==> config.mk <==
export PLATFORM = sky130hd
export DESIGN_NAME = sqrt_cordic_rr_scheduler_flat
export DESIGN_NICKNAME = d
export VERILOG_FILES = /design/src/rtl/sqrt_cordic_rr_scheduler_pkg.sv /design/src/rtl/sqrt_cordic_rr_scheduler_if.sv /design/src/rtl/sqrt_cordic_rr_scheduler_rr_arbiter.sv /design/src/rtl/sqrt_cordic_rr_scheduler.sv /design/src/flat_wrapper.sv
export SDC_FILE = /design/constraint.sdc
export NUM_CORES = 1
export LEC_CHECK = 0
export CAP_MARGIN = 10
export CORE_MARGIN = 5
export CORE_UTILIZATION = 39
export CTS_CLUSTER_DIAMETER = 50
export DETAILED_ROUTE_END_ITERATION = 8
export PLACE_DENSITY = 0.83
export SYNTH_ARGS = -nofsm -noshare
export SYNTH_HDL_FRONTEND = slang
export SYNTH_HIERARCHICAL = 1
export SYNTH_SLANG_ARGS = --single-unit
==> constraint.sdc <==
create_clock -name clk -period 2.6 [get_ports clk]
set_clock_uncertainty 0.05 [all_clocks]
set_input_delay 0.26 -clock clk [delete_from_list [all_inputs] [get_ports clk]]
set_output_delay 0.26 -clock clk [all_outputs]
set_load 0.01 [all_outputs]
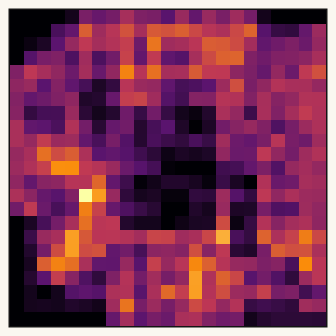
Run 1: wire density map
The die is cut into 23 by 23 equal tiles; black is low, pale yellow is high, scaled to the fullest tile. Values are wire area over tile area, all layers added.
emptiest ninth of the die	centre
mean over tiles	0.16
fullest tile	0.50
Routed Wire Length: 13070 um
total number of vias: 3297

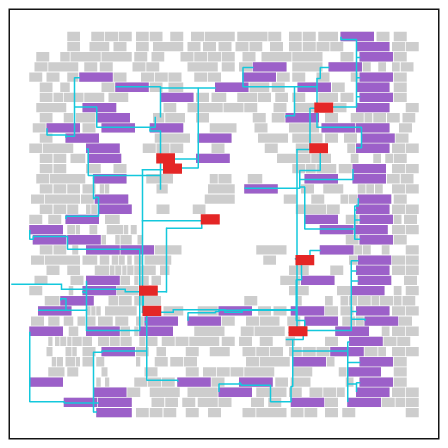
Run 1: clock network drawn from the DEF
[clock-net drivers] red | count: 9
[clock wires] cyan | length: 1060 um
[flip-flops] purple | count: 89
flops lie	all over the die
routed clock nets	10
Clock Power Share: 0.141
clk_lat worst skew: 360 ps
P_clk: 868 uW

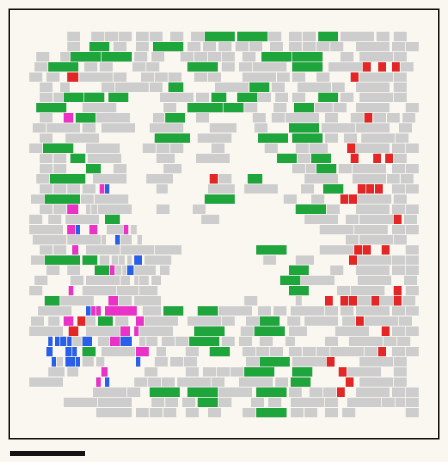
Run 1: gate families picked out
Bar = 20 um.
family	colour	cells
mux cells	green	69
nor cells	magenta	21
and/or cells	red	36
nand cells	blue	20
Comb area share: 0.2650
fin cells: 675
most numerous logic cell after layout: clkdlybuf4s50_1

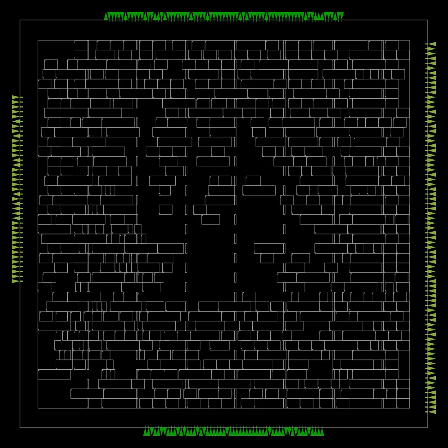
Run 1: cell placement
sequential cells: 89
filler cell count in the final layout: 803

==> run summary, run 1 <==
impl run done, here's what came out: post_cts resized 0, FF+latch count, synth slightly below 90, Comb gate area around 0.0019 mm^2, Simple Share, Synth 0.1087, switch share 0.3239, met1 WL 4925 um, total power between 6000 and 7000 uW, yosys stat area roughly 0.0043 mm^2, CP peak stage delay between 500 and 600 ps, H-Tree Depth 3, Die Area 0.01311 mm^2, clock-pin slew on the worst setup and hold paths roughly 90 ps, register area around 0.0022 mm^2, Cell Chain, Critical Path inv_1, a221o_1, a21oi_4, buf_12, buf_12, mux4_2, mux2_4, layout cells sized above 1 0.1888, CTS Buf Count 9, Total Routing Usage GR 0.1974, hpwl dp around 10000 um, worst path buffer plus inverter count 3, row cnt 38, status completed, Top-area cell share 0.5169, # Cells Yosys between 200 and 300, drt initial violations between 100 and 150, placed instance area 0.006919 mm^2, CP most frequent cell buf_12, Comb power frac 0.510, Worst Hold Class in -> async, dpl cells about 660, Final Instance Area slightly above 0.007 mm^2, cell type with the largest total area dfrtp_1, Log Warnings 26, Fin Setup TNS 0 ps, cells on worst reg2reg path 7, hold buffer count at cts 1, TritonCTS clock tree built, Syn Area/Cell ~15 um^2, antenna violations before repair 0, Reg power frac 0.348, CP Launch Type flip-flop, Signal buf overhead 0.3687, routability cong. just over 0.8, Sink Count just under 90, Vias/cell just under 5, Synth cell types 42, final worst path period share 0.8953, pwr dens roughly 860 mW/mm^2, Setup Fix Bufs, Post-CTS 0, core area 0.01079 mm^2, Critical Path Slowest Stage Cell mux4_2, register share after synthesis 0.5231, # setup viols final 0, count leader, synth dfrtp_1, VDD IR-drop max 0.5747 mV, top cells by count, synth 88 x dfrtp_1, 32 x and2_1, 27 x mux4_2, routed wl met2 about 7000 um, sw power a little under 2000 uW, Die W around 110 um, Net Count, Synth 449, Critical Path AT ~2500 ps, CP delay by family, top multiplexers, min Tclk post-route between 2000 and 2500 ps, GRT overflow 0, Synth Instances 279, Plain + repair buffers around 260, Initial Utilization 0.3947, clock buffers 9, CP max FO 14, drt pass-1 iters 6, GR Util met1 0.2368, pin count of the biggest net entering global routing 46, Worst-Margin Slew roughly 630 ps
Run 1, zoomed window:
Bar = 10 um. Region (45, 22) to (70, 47) um. Cells in grey, sequential cells in the stronger grey; small squares are vias.
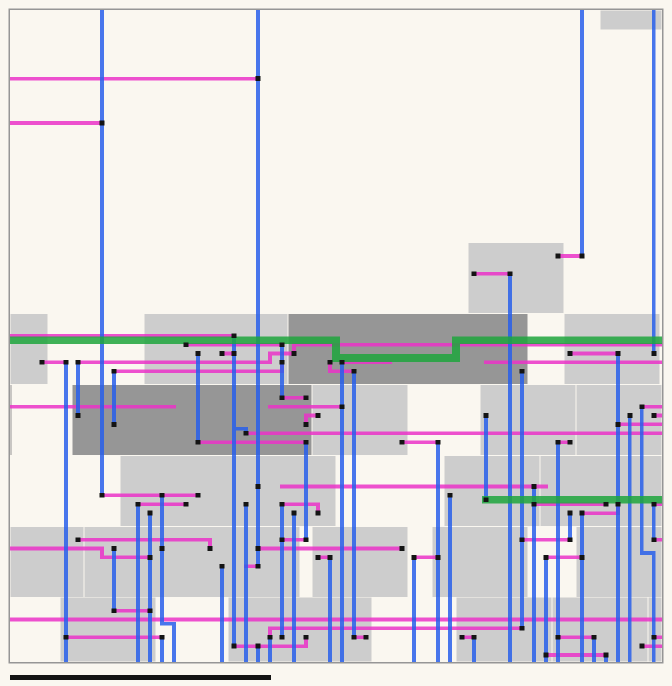

==> inputs of run 2 (changes only) <==
- ABC_AREA: unset -> 1
- PLACE_DENSITY: 0.83 -> 0.78
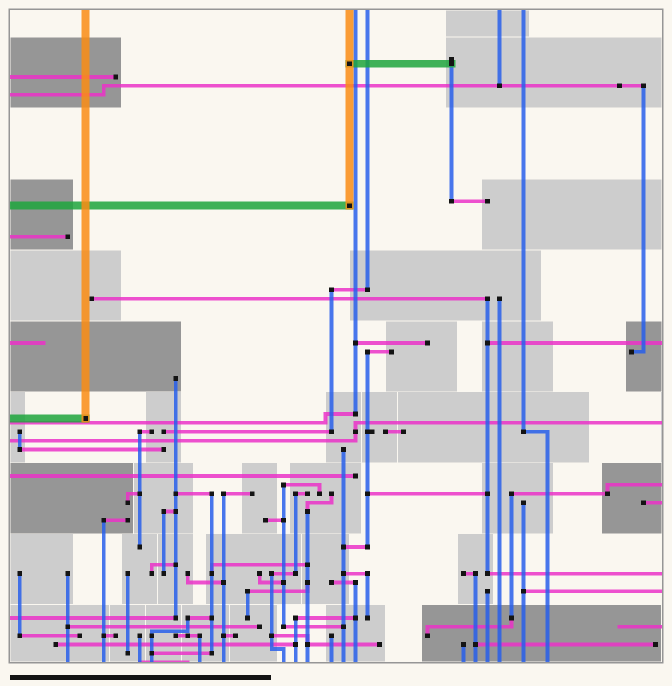
Run 2: zoomed window
Bar = 10 um. Region (50, 25) to (75, 50) um. Cells in grey, sequential cells in the stronger grey; small squares are vias.
layer	colour
M3	green
M2	blue
M4	orange
M1	magenta
most frequent	nand2_1 (5), dfrtp_1 (3), buf_12 (3)
sequential cells in the window	3
cells with their middle in the window	29

==> run summary, run 2 <==
impl run done, here's what came out: antenna violations before repair 0 (unchanged), Sink Count 89 (unchanged), inverter count 186, Adder Area Share 0.004788, CTS root buf clkbuf_16, clk_lat worst skew 330 ps (-30 ps), pwr dens 1073 mW/mm^2 (+24%), n_diodes 0, leak pwr 0.004440 uW, worst setup path class reg -> reg, max-slew violations 0, dpl cells 1178 (+79%), GR Util met1 0.2484 (+0.01161), Simple Share, Synth 0.3859 (+0.2773), Total Routing Usage GR 0.1985 (+0.001051), Cell Chain, Critical Path buf_4, nand2_1, nand2_2, nand2_2, nand2_2, nor2_4, nand3_2, nand2_1, nand2_1, inv_2, buf_4, nand2_1, nand3_1, nand2_1, nand2_1, nand2_1, hold buffer count at cts 1 (unchanged), placed instance area 0.007844 mm^2 (+13%), Top-area cell share 0.4214 (-0.09553), Max-area cell class buffers, Final Instance Area 0.008150 mm^2 (+15%), layout cells sized above 1 0.08538 (-0.1034), yosys stat area 0.005226 mm^2 (+23%), CP max FO 23 (+9), n_taps approximately 180, fin cells 1195 (+77%), top cells by count, synth 308 x nand2_1, 180 x inv_1, 88 x dfrtp_1, sw power 3992 uW (+100%), internal power 4755 uW, Die Area 0.01582 mm^2 (+21%), minimum hold slack 386.7 ps, Reg power frac 0.234 (-0.114), RSZ-0062 raised after global routing no, hold depth 3, Initial Utilization 0.3962 (+0.001488), DR WL/cell between 10 and 15 um, Largest logic family simple AND/OR/NAND/NOR gates, sequential cells 89 (unchanged), CP peak stage delay 430 ps (-80 ps), Multiplexer share 0, slew margin rel. 0.6345, row cnt 42 (+11%), Synth Cell Area between 0.005 and 0.006 mm^2, Syn Area/Cell 6.700 um^2 (-56%), status completed, CP delay by family, top simple AND/OR/NAND/NOR gates, clock buffers 10 (+1), routability cong. 0.8714 (+6.6%), Comb area share 0.2597 (-0.005217), count leader, synth nand2_1, Most common reg cell dfrtp_1, # Cells Yosys 780 (+180%), Comb gate area 0.002117 mm^2 (+12%), Critical Path AT 2310 ps (-220 ps), cells on worst reg2reg path 16 (+9), Top-Level Pins about 240, Worst Hold Class in -> reg, critical path data required time around 2800 ps, drt pass-1 iters 4 (-2), Log Warnings 26 (unchanged), Routed Wire Length 15660 um (+20%), register share after synthesis 0.4264 (-0.09667), met1 WL 6711 um (+36%), P_clk 1300 uW (+50%), XORs/XNORs by Area 0, Net Count, Synth 950 (+110%), Critical Path Slowest Stage Cell dfrtp_1, final core utilization 0.6179, yosys aoi share 0.01436, Fin Setup TNS 0 ps (unchanged), Synth Instances 780 (+180%), PortBufs 243, FF+latch count, synth 89 (unchanged), Comb power approximately 5400 uW, # setup viols final 0 (unchanged), top sig layer met4, Clock Power Share 0.148 (+0.007), post_cts resized 0 (unchanged), Vias/cell 4.404 (-9.8%), Top power group combinational cells, switch share 0.4564 (+0.1325), M2 GR Usage 0.3260, CP most frequent cell nand2_1, final worst path period share 0.8177 (-0.07754), vias in the first global route 5147, Fin. Hold Viols 0, TritonCTS clock tree built, cell type with the largest total area dfrtp_1, min Tclk post-route 2126 ps (-201.6 ps), total number of vias 5263 (+60%), fmax approximately 0.47 GHz, final worst-path setup slack between 400 and 500 ps, pin count of the biggest net entering global routing 65 (+41%), busiest grt layer met2, Area Overhead vs Synth 55.95%, Post-synth EDFFs 0, routed wl met2 7168 um (+4.9%), most numerous logic cell after layout nand2_1, worst path buffer plus inverter count 3 (unchanged), Comb power frac 0.618 (+0.108), CTS Buf Count 9 (unchanged), first-pass GRT wire length about 26000 um, GR met3 Demand/Resource 0.08044, total power 8747 uW (+43%), H-Tree Depth 3 (unchanged), Die W 125.8 um (+9.8%), drt initial violations 270 (+110%), Setup Fix Bufs, Post-CTS 0 (unchanged), GRT overflow 0 (unchanged), Worst-Margin Slew 548.2 ps (-77.59 ps), clock-pin slew on the worst setup and hold paths 70 ps (-20 ps), Die H ~130 um, Net count, final between 1000 and 1500, register area 0.002228 mm^2 (unchanged), Synth cell types 26 (-38%), filler cell count in the final layout 1185 (+48%), Plain + repair buffers 254 (-1.6%), Max Cap Violations 0, Signal buf overhead 0.3178 (-0.05088), CP Launch Type flip-flop, flop share of the area 0.2734, hpwl dp 12010 um (+15%), Clock Tree Buf Depth 2, core area 0.01319 mm^2 (+22%), VDD IR-drop max 0.7093 mV (+23%), Critical Path Stages 16
No activity file was given, so power comes from the tool's default toggle rates.
